**src/rtl/instruction_encoder.sv**
```systemverilog
// ---------------------------------------------------------------------------
// instruction_encoder
//
// Producer-side counterpart of the instruction decoder. Field-level requests
// are packed into 32-bit big-endian instruction words (bit 0 = MSB), pushed
// into a small FIFO and issued to the decoder with a valid/ready handshake.
//
// Optional feature macro: INSTRUCTION_ENCODER_NOP_PAD_EN
//   defined   : an empty FIFO presents a NOP pad word with instr_valid=1;
//               handshakes on pad words are counted in nop_count.
//   undefined : instr_valid=0 when empty, nop_count tied to 0.
//
// Ports
//   clk            in   rising-edge clock
//   reset          in   asynchronous active-low reset
//   req_valid      in   request present
//   req_ready      out  request accepted when req_valid && req_ready
//   req_kind       in   0=ALU 1=LD 2=SD 3=BEZ 4=BNEZ 5..7=illegal
//   req_rd/ra/rb   in   register fields
//   req_ppp        in   participation field
//   req_ww         in   width field
//   req_alu_op     in   ALU/SFU function
//   req_imm        in   immediate / address
//   flush          in   synchronous FIFO clear (priority over push/pop)
//   instruction    out  FIFO head word (NOP word when empty)
//   instr_valid    out  instruction valid
//   instr_ready    in   consumer takes the word on valid && ready
//   fifo_count     out  current occupancy
//   issued_count   out  real words handed off (saturating)
//   illegal_count  out  illegal requests encoded (saturating)
//   nop_count      out  pad words handed off (saturating)
// ---------------------------------------------------------------------------
module instruction_encoder #(
    parameter int DEPTH = 4,
    parameter int CNT_W = 16
) (
    input  logic                   clk,
    input  logic                   reset,
    input  logic                   req_valid,
    output logic                   req_ready,
    input  logic [0:2]             req_kind,
    input  logic [0:4]             req_rd,
    input  logic [0:4]             req_ra,
    input  logic [0:4]             req_rb,
    input  logic [0:2]             req_ppp,
    input  logic [0:1]             req_ww,
    input  logic [0:5]             req_alu_op,
    input  logic [0:15]            req_imm,
    input  logic                   flush,
    output logic [0:31]            instruction,
    output logic                   instr_valid,
    input  logic                   instr_ready,
    output logic [0:$clog2(DEPTH)] fifo_count,
    output logic [0:CNT_W-1]       issued_count,
    output logic [0:CNT_W-1]       illegal_count,
    output logic [0:CNT_W-1]       nop_count
);

    localparam int PTR_W = $clog2(DEPTH);

    localparam logic [0:31] NOP_WORD = 32'hF000_0000;
    localparam logic [0:5]  OP_ALU   = 6'b101010;
    localparam logic [0:5]  OP_LD    = 6'b100000;
    localparam logic [0:5]  OP_SD    = 6'b100001;
    localparam logic [0:5]  OP_BEZ   = 6'b100010;
    localparam logic [0:5]  OP_BNEZ  = 6'b100011;

    function automatic logic [CNT_W-1:0] sat_inc(input logic [CNT_W-1:0] v);
        return (&v) ? v : v + CNT_W'(1);
    endfunction

    // ------------------------------------------------------------------
    // Encode stage (combinational on the request)
    // ------------------------------------------------------------------
    logic        rb_zero;
    logic [0:4]  rb_eff;
    logic [0:31] enc_word;
    logic        enc_illegal;

    // Unary/immediate-style ALU functions have no rB operand; the field is
    // forced to zero so the decoder never sees a stale register number.
    assign rb_zero = (req_alu_op == 6'b000100) || (req_alu_op == 6'b000101) ||
                     (req_alu_op == 6'b001101) || req_alu_op[1];
    assign rb_eff  = rb_zero ? 5'd0 : req_rb;

    always_comb begin
        enc_word    = NOP_WORD;
        enc_illegal = 1'b0;
        case (req_kind)
            3'd0:    enc_word = {OP_ALU, req_rd, req_ra, rb_eff, req_ppp, req_ww, req_alu_op};
            3'd1:    enc_word = {OP_LD,   req_rd, 5'd0, req_imm};
            3'd2:    enc_word = {OP_SD,   req_rd, 5'd0, req_imm};
            3'd3:    enc_word = {OP_BEZ,  req_rd, 5'd0, req_imm};
            3'd4:    enc_word = {OP_BNEZ, req_rd, 5'd0, req_imm};
            default: enc_illegal = 1'b1;
        endcase
    end

    // ------------------------------------------------------------------
    // FIFO control
    // ------------------------------------------------------------------
    logic [0:31]      mem_q [DEPTH];
    logic [PTR_W-1:0] wr_ptr_q, wr_ptr_d;
    logic [PTR_W-1:0] rd_ptr_q, rd_ptr_d;
    logic [PTR_W:0]   count_q, count_d;
    logic [CNT_W-1:0] issued_q, issued_d;
    logic [CNT_W-1:0] illegal_q, illegal_d;
    logic             active_q;
    logic             empty, full, push, pop;

    assign empty = (count_q == '0);
    assign full  = (count_q == (PTR_W+1)'(DEPTH));

    // active_q holds req_ready low for the first cycle after reset release.
    assign req_ready   = active_q && !full;
    assign instruction = empty ? NOP_WORD : mem_q[rd_ptr_q];
    assign fifo_count  = count_q;

`ifdef INSTRUCTION_ENCODER_NOP_PAD_EN
    logic             pad_take;
    logic [CNT_W-1:0] nop_q, nop_d;

    assign instr_valid = active_q;
    assign pad_take    = instr_valid && instr_ready && empty && !flush;
    assign nop_d       = pad_take ? sat_inc(nop_q) : nop_q;
    assign nop_count   = nop_q;

    always_ff @(posedge clk or negedge reset) begin
        if (!reset) nop_q <= '0;
        else        nop_q <= nop_d;
    end
`else
    assign instr_valid = !empty;
    assign nop_count   = '0;
`endif

    assign push = req_valid && req_ready && !flush;
    assign pop  = instr_valid && instr_ready && !empty && !flush;

    always_comb begin
        wr_ptr_d  = wr_ptr_q;
        rd_ptr_d  = rd_ptr_q;
        count_d   = count_q;
        issued_d  = issued_q;
        illegal_d = illegal_q;
        if (flush) begin
            wr_ptr_d = '0;
            rd_ptr_d = '0;
            count_d  = '0;
        end else begin
            if (push) begin
                wr_ptr_d = wr_ptr_q + PTR_W'(1);
                if (enc_illegal) illegal_d = sat_inc(illegal_q);
            end
            if (pop) begin
                rd_ptr_d = rd_ptr_q + PTR_W'(1);
                issued_d = sat_inc(issued_q);
            end
            if (push && !pop)      count_d = count_q + (PTR_W+1)'(1);
            else if (pop && !push) count_d = count_q - (PTR_W+1)'(1);
        end
    end

    always_ff @(posedge clk or negedge reset) begin
        if (!reset) begin
            wr_ptr_q  <= '0;
            rd_ptr_q  <= '0;
            count_q   <= '0;
            issued_q  <= '0;
            illegal_q <= '0;
            active_q  <= 1'b0;
        end else begin
            wr_ptr_q  <= wr_ptr_d;
            rd_ptr_q  <= rd_ptr_d;
            count_q   <= count_d;
            issued_q  <= issued_d;
            illegal_q <= illegal_d;
            active_q  <= 1'b1;
        end
    end

    // ------------------------------------------------------------------
    // Storage stage (data only, no reset)
    // ------------------------------------------------------------------
    always_ff @(posedge clk) begin
        if (push) mem_q[wr_ptr_q] <= enc_word;
    end

    assign issued_count  = issued_q;
    assign illegal_count = illegal_q;

endmodule

```
**config.mk**
```make
export PLATFORM = sky130hd
export DESIGN_NAME = instruction_encoder
export DESIGN_NICKNAME = d
export VERILOG_FILES = /design/src/rtl/instruction_encoder.sv
export SDC_FILE = /design/constraint.sdc
export NUM_CORES = 1
export LEC_CHECK = 0
export ABC_AREA = 1
export CAP_MARGIN = 40
export CORE_ASPECT_RATIO = 0.8
export CORE_UTILIZATION = 49
export CTS_BUF_LIST = sky130_fd_sc_hd__clkbuf_4 sky130_fd_sc_hd__clkbuf_8
export DETAILED_ROUTE_END_ITERATION = 8
export PLACE_DENSITY = 0.78
export REMOVE_ABC_BUFFERS = 1
export SYNTH_ARGS = -nofsm -noshare
export SYNTH_HDL_FRONTEND = slang
export SYNTH_SLANG_ARGS = --single-unit
```
**constraint.sdc**
```tcl
create_clock -name clk -period 2.5 [get_ports clk]
set_clock_uncertainty 0.05 [all_clocks]
set_input_delay 0.5 -clock clk [delete_from_list [all_inputs] [get_ports clk]]
set_output_delay 0.5 -clock clk [all_outputs]
set_load 0.03 [all_outputs]
```
==> flow_summary_export.csv <==
group,metric,value,unit
status,run_status,"completed",
worst_setup_path,reg2reg_depth,12,
place,placedInstanceArea,8910,um^2
place,finalWeightedCongestion,0.844,
clock_network,tritoncts,"yes",
place,buffer_ports.inserted,117,
synth,syn_area,7520,um^2
final_timing,drv_slew,0,
synth,ys_area,7520,um^2
worst_setup_path,required,1950,ps
synth,edf_count,120,
power,p_leak,3.88,nW
synth,yosysUniqueCellTypes,35,
finish,final-comb-area,2570,um^2
place,dp.cells,1075,
floorplan,num_rows,40,
final_timing,setup_viol,0,
worst_setup_path,rrSetupSlack,390,ps
power,switchingPower,3.34,mW
floorplan,chip_area,15900,um^2
floorplan,initial_core_util,50.1,%
power,swShare,37.3,%
power,power_density,926,nW/um^2
global_routing,grt_max_degree,60,
global_routing,grt_overflow,0,
route,vias_per_cell,5.25,
route,drt_iter0_drc,466,
power,p_comb_share,39.4,%
final_timing,fin_crit_sh,99.4,%
finish,drive_above_1_share,14.5,%
finish,seq_area,4610,um^2
final_timing,hold_viol,0,
synth,async_flop_share,25.0,%
global_routing,grt.busiest_layer,"met2",
power,seq_cell_power,3.24,mW
worst_setup_path,max_stage_delay,460,ps
finish,filler_cell_count,1167,
worst_setup_path,end_kind,"primary output",
worst_setup_path,worst_r2r_startpoint,"fifo_count[1]$_DFFE_PN0P_",
flow_run,warning_count,30,
final_timing,rsz0062_at_grt,"yes",
global_routing,grt_pass1_vias,5436,
finish,final_cells,1120,
power,maxPowerGroup,"combinational cells",
clock_network,cts_buffers,17,
clock_network,clock_latency,440,ps
worst_setup_path,crit_fanout,30,
power,ir_drop,0.569,mV
worst_setup_path,crit_type,"flop to primary output",
flow_run,max_cap_violations,0,
worst_setup_path,crit_chain,"clkinvlp_4, buf_12, o21ai_0, a21oi_1, buf_4",
worst_setup_path,start_kind,"flop",
power,pwr-share-clk,24.4,%
## cell families (layout without fill, tap and decap cells)
logic type	Yosys count	in the layout	share of synthesized area [%]
simple gates	361	361	20.0
buf+inv	100	239	6.02
flops	160	160	61.2
other cells	2	18	0.0998
compound gates	124	124	8.81
xor+xnor	22	22	2.56
fa+ha+maj	7	7	1.26
## cell usage after synthesis (6+ instances only)
cell type	count	share of area [%]
nor2_1	160	8.0
xnor2_1	8	0.93
ha_1	6	1.0
buf_4	18	1.8
xor2_1	14	1.6
inv_1	46	2.3
o21ai_0	64	4.3
o21ai_1	17	1.1
nand4_1	6	0.50
inv_2	10	0.50
clkbuf_1	20	1.0
a22o_1	7	0.81
nand2_1	150	7.5
a21oi_1	31	2.1
nand3_1	27	1.8
edfxtp_1	120	48
dfrtp_1	40	13
## area by class of cell
class                   count  share of cell area, %
flip-flops and latches    160                   47.6
multi-input cells         532                   26.5
repair buffers            151                   16.3
clock buffers              18                   2.50
well taps                 189                   2.44
clock inverters            14                   2.33
inverters                  56                   2.24
## worst max-delay path by stage
stage	from	depth (start not counted)	to	slack, ps
after floorplan	rd_ptr_q[0]$_DFFE_PN0P_	3	instruction[1]	-1370
after global placement	req_valid	11	fifo_count[0]$_DFFE_PN0P_	180
after detailed placement	req_valid	11	fifo_count[0]$_DFFE_PN0P_	140
after CTS	rd_ptr_q[0]$_DFFE_PN0P_	7	instruction[8]	-3
after global routing	rd_ptr_q[0]$_DFFE_PN0P_	5	instruction[5]	-70
final	rd_ptr_q[0]$_DFFE_PN0P_	5	instruction[5]	20
## layout by cell type (no fill, tap or decap), drive strengths merged, types with 2 or more instances in the layout
| cell | count |
|---|---|
| nor3 | 4 |
| buf | 59 |
| edfxtp | 120 |
| ha | 6 |
| xnor2 | 8 |
| inv | 60 |
| clkdlybuf4s50 | 84 |
| clkinvlp | 4 |
| o21ai | 81 |
| clkbuf | 25 |
| conb | 18 |
| o311ai | 2 |
| xor2 | 14 |
| nor2 | 164 |
| bufinv | 5 |
| a22o | 7 |
| nand3b | 4 |
| nand4 | 7 |
| a21oi | 31 |
| nand3 | 29 |
| dfrtp | 40 |
| nand2 | 153 |
## timing repair
action / 4_1_cts / 5_1_grt
hold buffers: 0 / 0
resized: 12 / 32
pin swaps: 0 / 8
buffers inserted: 0 / 8
gates cloned: 0 / 5
endpoints found under the hold margin: 0 / 0
setup endpoints to repair: 31 / 29
## metal layers
| metal | up-vias | part of all wire (%) |
|---|---|---|
| li1 | 2844 | - |
| met5 | - | 0 |
| met4 | 0 | 1.2 |
| met2 | 291 | 47 |
| met1 | 2731 | 41 |
| met3 | 16 | 10 |
## critical path, delay by kind of cell (launching register included)
family          cells  cell delay, ps
compound gates      2             450
buf+inv             3             580
flops               1             460
## state kept, by name, indices dropped and copies added, names as in the netlist
register,flops
mem_q,120
illegal_count,16
issued_count,16
fifo_count,3
rd_ptr_q,2
wr_ptr_q,2
active_q,1
## stage by stage
stage | hold WS, ps | setup WS (ps)
3_5_place_dp | 485 | 137
2_1_floorplan | 154 | -1370
5_1_grt | 71.4 | -66.4
6_report | 62.3 | 15.2
3_3_place_gp | 471 | 178
4_1_cts | 59.5 | -3.08
Fig. 1: congestion heat map
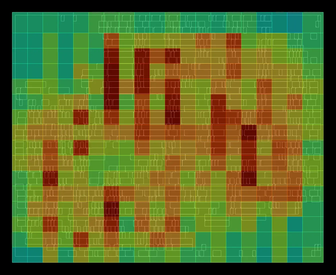
M1 GR Usage: 30.0%
aggregate global-route resource usage: 22.7%

Fig. 2: wiring by layer
Bar = 50 um.
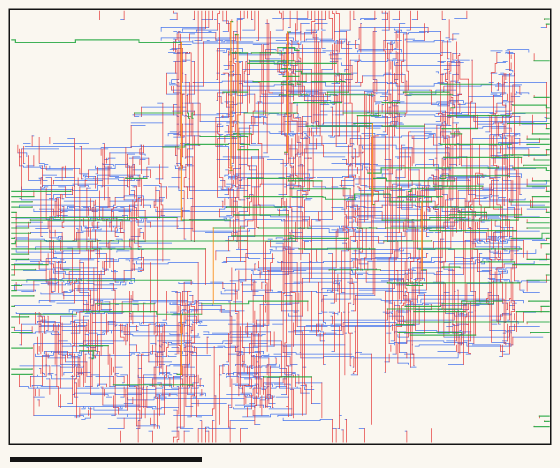
Red is metal 2, wire length 8500 um. Green is metal 3, wire length 1850 um. Orange is metal 4, wire length 220 um. Blue is metal 1, wire length 7460 um.
Vias: 5882
final wirelength: 18000 um
WL/cell: 16.1 um

No activity file was given, so power comes from the tool's default toggle rates.
